### Routed metal, one colour a layer

Scale: 6 px per µm. Only two layers are drawn.
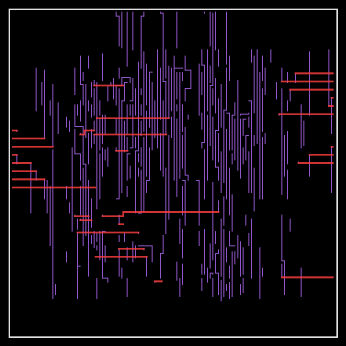
### Signal metal coverage by tile

Scale: 4 px per µm. The die is cut into 11 by 11 equal tiles; dark purple is low, yellow is high, scaled to the fullest tile. Values are wire area over tile area, all layers added.
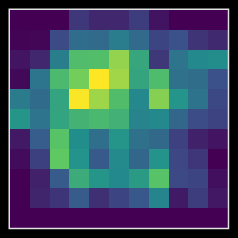
**config.mk**
```make
export PLATFORM = sky130hd
export DESIGN_NAME = mastermind_game_ctrl
export DESIGN_NICKNAME = d
export VERILOG_FILES = /design/src/rtl/mm_pkg.sv /design/src/rtl/mm_hold_timer.sv /design/src/rtl/mastermind_game_ctrl.sv
export SDC_FILE = /design/constraint.sdc
export NUM_CORES = 1
export LEC_CHECK = 0
export ABC_AREA = 1
export ABC_CLOCK_PERIOD_IN_PS = 1400
export CAP_MARGIN = 10
export CORE_MARGIN = 3
export CORE_UTILIZATION = 41
export DETAILED_ROUTE_END_ITERATION = 16
export PLACE_DENSITY = 0.74
export SLEW_MARGIN = 10
export SYNTH_ARGS = -nofsm -noshare
export SYNTH_HDL_FRONTEND = slang
export SYNTH_SLANG_ARGS = --single-unit
```
**constraint.sdc**
```tcl
create_clock -name i_clk -period 1.4 [get_ports i_clk]
set_input_delay 0.28 -clock i_clk [delete_from_list [all_inputs] [get_ports i_clk]]
set_output_delay 0.28 -clock i_clk [all_outputs]
set_load 0.03 [all_outputs]
```
**src/rtl/mm_pkg.sv**
```systemverilog
// Shared types and constants for the Mastermind game sequencer.
//   - state_e   : 3-bit sequencer state; enumerator values double as the phase code
//   - PHASE_*   : phase codes shown on the 7-segment status display
//   - *_DEF     : default game limits
//   - POINT_W   : width of score/round buses, shared with the codebreaker
package mm_pkg;

  localparam int unsigned POINT_W = 2;

  localparam int unsigned WIN_PTS_DEF     = 3;
  localparam int unsigned MAX_ROUNDS_DEF  = 3;
  localparam int unsigned SHOW_CYCLES_DEF = 100;

  localparam logic [2:0] PHASE_IDLE  = 3'd0;
  localparam logic [2:0] PHASE_PICK  = 3'd1;
  localparam logic [2:0] PHASE_MAKE  = 3'd2;
  localparam logic [2:0] PHASE_BREAK = 3'd3;
  localparam logic [2:0] PHASE_SHOW  = 3'd4;
  localparam logic [2:0] PHASE_CHECK = 3'd5;
  localparam logic [2:0] PHASE_OVER  = 3'd6;

  typedef enum logic [2:0] {
    StIdle  = PHASE_IDLE,
    StPick  = PHASE_PICK,
    StMake  = PHASE_MAKE,
    StBreak = PHASE_BREAK,
    StShow  = PHASE_SHOW,
    StCheck = PHASE_CHECK,
    StOver  = PHASE_OVER
  } state_e;

endpackage

```
**src/rtl/mm_hold_timer.sv**
```systemverilog
// Load/done down-counter that holds the LED feedback on screen.
//   i_clk   : system clock
//   i_rst_n : asynchronous active-low reset (count -> 0)
//   i_load  : load CYCLES-1 on the next edge
//   o_done  : count is zero
// After a load the counter shows CYCLES-1 and reaches 0 after CYCLES-1 more edges,
// so a phase that leaves on o_done lasts exactly CYCLES cycles.
module mm_hold_timer #(
  parameter int unsigned CYCLES = 100
) (
  input  logic i_clk,
  input  logic i_rst_n,
  input  logic i_load,
  output logic o_done
);

  localparam int unsigned CntW    = (CYCLES > 1) ? $clog2(CYCLES) : 1;
  localparam logic [CntW-1:0] LoadVal = CntW'(CYCLES - 1);

  logic [CntW-1:0] r_cnt;

  always_ff @(posedge i_clk or negedge i_rst_n) begin
    if (!i_rst_n) begin
      r_cnt <= '0;
    end else if (i_load) begin
      r_cnt <= LoadVal;
    end else if (r_cnt != '0) begin
      r_cnt <= r_cnt - 1'b1;
    end
  end

  assign o_done = (r_cnt == '0);

endmodule

```
**src/rtl/mastermind_game_ctrl.sv**
```systemverilog
// Top-level game sequencer for the electronic Mastermind machine.
// Picks the first codemaker, hands turns to the codemaker-entry and codebreaker
// blocks, holds LED feedback for SHOW_CYCLES, and declares the game result.
// Inputs : i_clk, i_rst_n (async, active-low), i_start, i_enter_a/b (PICK buttons),
//          i_make_done, i_round_done, i_next_maker_a/b (valid with round_done),
//          i_pts_a/b, i_rounds (codebreaker score and round count).
// Outputs: o_make_en, o_maker_is_a, o_code_breaker, o_player_a/b, o_clr_scores, o_show,
//          o_game_over, o_winner_a/b, o_draw, o_phase (state code for display).
// All outputs are Moore: decoded from the state register or from registered flags.
module mastermind_game_ctrl
  import mm_pkg::*;
#(
  parameter int unsigned WIN_PTS     = WIN_PTS_DEF,
  parameter int unsigned MAX_ROUNDS  = MAX_ROUNDS_DEF,
  parameter int unsigned SHOW_CYCLES = SHOW_CYCLES_DEF
) (
  input  logic               i_clk,
  input  logic               i_rst_n,
  input  logic               i_start,
  input  logic               i_enter_a,
  input  logic               i_enter_b,
  input  logic               i_make_done,
  input  logic               i_round_done,
  input  logic               i_next_maker_a,
  input  logic               i_next_maker_b,
  input  logic [POINT_W-1:0] i_pts_a,
  input  logic [POINT_W-1:0] i_pts_b,
  input  logic [POINT_W-1:0] i_rounds,
  output logic               o_make_en,
  output logic               o_maker_is_a,
  output logic               o_code_breaker,
  output logic               o_player_a,
  output logic               o_player_b,
  output logic               o_clr_scores,
  output logic               o_show,
  output logic               o_game_over,
  output logic               o_winner_a,
  output logic               o_winner_b,
  output logic               o_draw,
  output logic [2:0]         o_phase
);

  localparam logic [POINT_W-1:0] WinPts    = POINT_W'(WIN_PTS);
  localparam logic [POINT_W-1:0] MaxRounds = POINT_W'(MAX_ROUNDS);

  state_e r_state, w_state_nxt;
  logic   r_maker_is_a, w_maker_is_a_nxt;
  logic   r_next_maker_a, w_next_maker_a_nxt;
  logic   r_winner_a, w_winner_a_nxt;
  logic   r_winner_b, w_winner_b_nxt;
  logic   r_draw, w_draw_nxt;
  logic   w_timer_load;
  logic   w_timer_done;
  logic   w_game_end;

  mm_hold_timer #(
    .CYCLES (SHOW_CYCLES)
  ) u_hold_timer (
    .i_clk   (i_clk),
    .i_rst_n (i_rst_n),
    .i_load  (w_timer_load),
    .o_done  (w_timer_done)
  );

  assign w_game_end = (i_pts_a >= WinPts) || (i_pts_b >= WinPts) || (i_rounds >= MaxRounds);

  always_comb begin
    w_state_nxt        = r_state;
    w_maker_is_a_nxt   = r_maker_is_a;
    w_next_maker_a_nxt = r_next_maker_a;
    w_winner_a_nxt     = r_winner_a;
    w_winner_b_nxt     = r_winner_b;
    w_draw_nxt         = r_draw;
    w_timer_load       = 1'b0;

    case (r_state)
      StIdle: begin
        if (i_start) w_state_nxt = StPick;
      end
      StPick: begin
        // A wins a same-cycle tie.
        if (i_enter_a || i_enter_b) begin
          w_maker_is_a_nxt = i_enter_a;
          w_state_nxt      = StMake;
        end
      end
      StMake: begin
        if (i_make_done) w_state_nxt = StBreak;
      end
      StBreak: begin
        if (i_round_done) begin
          if (i_next_maker_a)      w_next_maker_a_nxt = 1'b1;
          else if (i_next_maker_b) w_next_maker_a_nxt = 1'b0;
          else                     w_next_maker_a_nxt = ~r_maker_is_a;
          w_timer_load = 1'b1;
          w_state_nxt  = StShow;
        end
      end
      StShow: begin
        if (w_timer_done) w_state_nxt = StCheck;
      end
      StCheck: begin
        if (w_game_end) begin
          w_winner_a_nxt = (i_pts_a > i_pts_b);
          w_winner_b_nxt = (i_pts_a < i_pts_b);
          w_draw_nxt     = (i_pts_a == i_pts_b);
          w_state_nxt    = StOver;
        end else begin
          // Role change only takes effect once the round is confirmed not final.
          w_maker_is_a_nxt = r_next_maker_a;
          w_state_nxt      = StMake;
        end
      end
      StOver: begin
        if (i_start) begin
          w_winner_a_nxt = 1'b0;
          w_winner_b_nxt = 1'b0;
          w_draw_nxt     = 1'b0;
          w_state_nxt    = StPick;
        end
      end
      default: begin
        w_state_nxt = StIdle;
      end
    endcase
  end

  always_ff @(posedge i_clk or negedge i_rst_n) begin
    if (!i_rst_n) begin
      r_state        <= StIdle;
      r_maker_is_a   <= 1'b0;
      r_next_maker_a <= 1'b0;
      r_winner_a     <= 1'b0;
      r_winner_b     <= 1'b0;
      r_draw         <= 1'b0;
    end else begin
      r_state        <= w_state_nxt;
      r_maker_is_a   <= w_maker_is_a_nxt;
      r_next_maker_a <= w_next_maker_a_nxt;
      r_winner_a     <= w_winner_a_nxt;
      r_winner_b     <= w_winner_b_nxt;
      r_draw         <= w_draw_nxt;
    end
  end

  assign o_make_en      = (r_state == StMake);
  assign o_maker_is_a   = r_maker_is_a;
  assign o_code_breaker = (r_state == StBreak);
  assign o_player_a     = o_code_breaker & ~r_maker_is_a;
  assign o_player_b     = o_code_breaker & r_maker_is_a;
  assign o_clr_scores   = (r_state == StPick);
  assign o_show         = (r_state == StShow);
  assign o_game_over    = (r_state == StOver);
  assign o_winner_a     = r_winner_a;
  assign o_winner_b     = r_winner_b;
  assign o_draw         = r_draw;
  assign o_phase        = r_state;

endmodule

```
==> run notes <==
Observations from the implementation run.

Route:
- The run gives the count of TritonRoute iterations in the first routing pass as 4.
- The run gives the via count of the routed design as 1,139.
- For this sky-water flow run, the detailed-routed wirelength per cell is reported as 13.0 µm.
- In the per-layer breakdown of the detailed-route log, met1 shows 1130 µm.
- The run puts the routed length on met3 at 171 µm.

Cells and area:
- The run gives the post-layout net count as 213.
- The run puts the combinational cell area excluding buffers and inverters at 608 µm².
- The run gives the post-layout instance area as 1610 µm².
- In the layout the commonest cells are nand2_1 (32), buf_4 (19), nand3_1 (18), inv_1 (15), clkdlybuf4s50_1 (14).
- The largest cell class by area is multi-input combinational cells.
- The run gives the top register by number of flip-flops as u_hold_timer.r_cnt.
- Per the layout area report, the combinational fraction of cell area is 37.7%.
- The top cell type in the final layout, fill and taps aside, is nand2_1.
- The run puts the number of filler cells placed in the layout at 168.
- The final antenna diode tally reported by the flow is 0.
- The register with the most flip-flops in the layout has 7 of them.
- The run puts the final core utilization at 77.4%.
- The run gives the area fraction of clock buffers and clock inverters as 1.71%.
- The run gives the fraction of area in registers as 23.5%.

Critical path:
- The worst setup path is captured at a flop.
- Setup slack on the worst reg-to-reg path comes out at -0.15 ns.
- The run puts the worst stage delay on the critical path at 0.42 ns.
- STA shows the worst reg2reg path with a cell count of 11.
- The run gives the beginning of the worst register-to-register path as o_phase[2].
- The most numerous cell type found on the critical path is nand2_1.
- The run puts the number of cells on the critical path at 11.
- The run gives the capture point of the worst reg-to-reg path as o_phase[0].
- The run puts the critical path data required time at 1.58 ns.
- In this run the worst path has a maximum fanout of 6.
- Data arrives at the worst endpoint at 1.73 ns.

Floorplanning:
- The floorplan step defined a core boundary enclosing 2080 µm².
- From left edge to right edge, the die measures 54.4 µm.
- The run gives the die span in y as 54.4 µm.
- Row generation in the floorplan step produced 16 rows.
- In this run the full chip footprint comes out at 2960 µm².
- The run puts the number of primary I/O pins at 29.
- Before placement the cells fill 46.2% of the core.

Yosys:
- The run puts the top cell type's share of synthesized area at 39.1%.
- The commonest cells after synthesis are nand2_1 (35), inv_1 (22), nand3_1 (19).
- The run gives the cell area after synthesis as 961 µm².
- The run puts the synthesis area per yosys at 961 µm².
- The run puts the parity-gate share of the synthesized area counting xor and xnor cells at 0.911%.
- The cell type that accounts for the most area after synthesis is dfrtp_1.
- The run puts the simple logic cell fraction of the synthesized area at 36.5%.
- The run gives the predominant post-synthesis flop cell as dfrtp_1.
- The run puts the share of the yosys chip area belonging to registers at 39.1%.
- The run puts the number of distinct library cell variants in the gate-level netlist after synthesis at 19.
- For this run, the number of Yosys warnings is 0.
- The run gives the average cell area after synthesis as 6.91 µm².
- Yosys attributes the largest share of cell area to dfrtp_1 (39%), nand2_1 (14%), nand3_1 (9.9%).
- The run gives the fraction of registers with async set/reset as 100%.
- The synth_stat.txt file lists the number of cells as 139.
- The run gives the count of library flops with an enable pin as 0.
- The run gives the post-synthesis cell count as 139.

Clock tree:
- The run gives the buffers inserted during post-CTS setup optimization as 12.
- Per the CTS log, the root buffer master is clkbuf_4.
- The run puts the number of H-tree branching levels at 1.
- TritonCTS built the clock tree.
- The number of gates resized after CTS was 29.
- The run gives the CTS buffer count as 3.
- Looking at the clock tree report, the maximum root-to-sink buffer count equals 2.
- The run puts the clock insertion delay at the later pin of the skew report at 0.29 ns.

Worst hold path:
- The run gives the classification of the worst-slack hold path as in -> async.

Global route:
- The run gives the global-route met2 utilization as 35.5%.
- Global route summary, busiest routing layer listed as met2.
- The run gives the via count of the first global-routing pass as 1,034.
- The run puts the met3 track demand over resource in global routing at 5.99%.

Timing:
- The run puts the hold violation total from the final report at 0.
- For the final database, setup skew stands at 0.00674 ns.
- The run gives the final critical-path required period as 1.55 ns.
- Setup repair after global routing could not meet its margin everywhere.
- The run gives the highest attainable clock frequency as 0.646 GHz.
- Once routing completed, OpenROAD measured the worst setup slack at -0.148 ns.
- The final layout reports a setup TNS of -1.02 ns.
- The run gives the total of endpoints with negative setup slack in the final report as 11.

Placed design:
- Logged for this run, the post-placement worst setup slack is -0.296 ns.
- Port buffering added 28 buffers.
- The run puts the placed cell area at 1340 µm².
- The run gives the half-perimeter wire length after placement as 1840 µm.
- The run puts the placed instance count at 201.

Run status:
- The run finished, with violations left.
- The checks that failed: setup timing.

Power and ir drop:
- The run gives the total power consumption of the routed design as 0.00344 W.
- The run gives the part of the power in the clock network as 7.3%.
- The run gives the portion of total power attributed to combinational logic as 67.6%.
- The script computed the net switching share of total power as 48.6%.
- In the power breakdown, the biggest contributor is combinational cells.
- The run gives the combinational group power as 0.00233 W.
- The run puts the internal power component at 0.00177 W.

Flow run:
- The stage logs contain a warning count of 30.
Back to the opening pictures, 'Routed metal, one colour a layer':
Key: purple = metal 2 [wire length 1,520 µm]; red = metal 3 [wire length 172 µm]

Back to the opening pictures, 'Signal metal coverage by tile':
18% of the tiles are nearly empty. The mean over all tiles is 0.16. The fullest tile reaches 0.49.

No activity file was given, so power comes from the tool's default toggle rates.
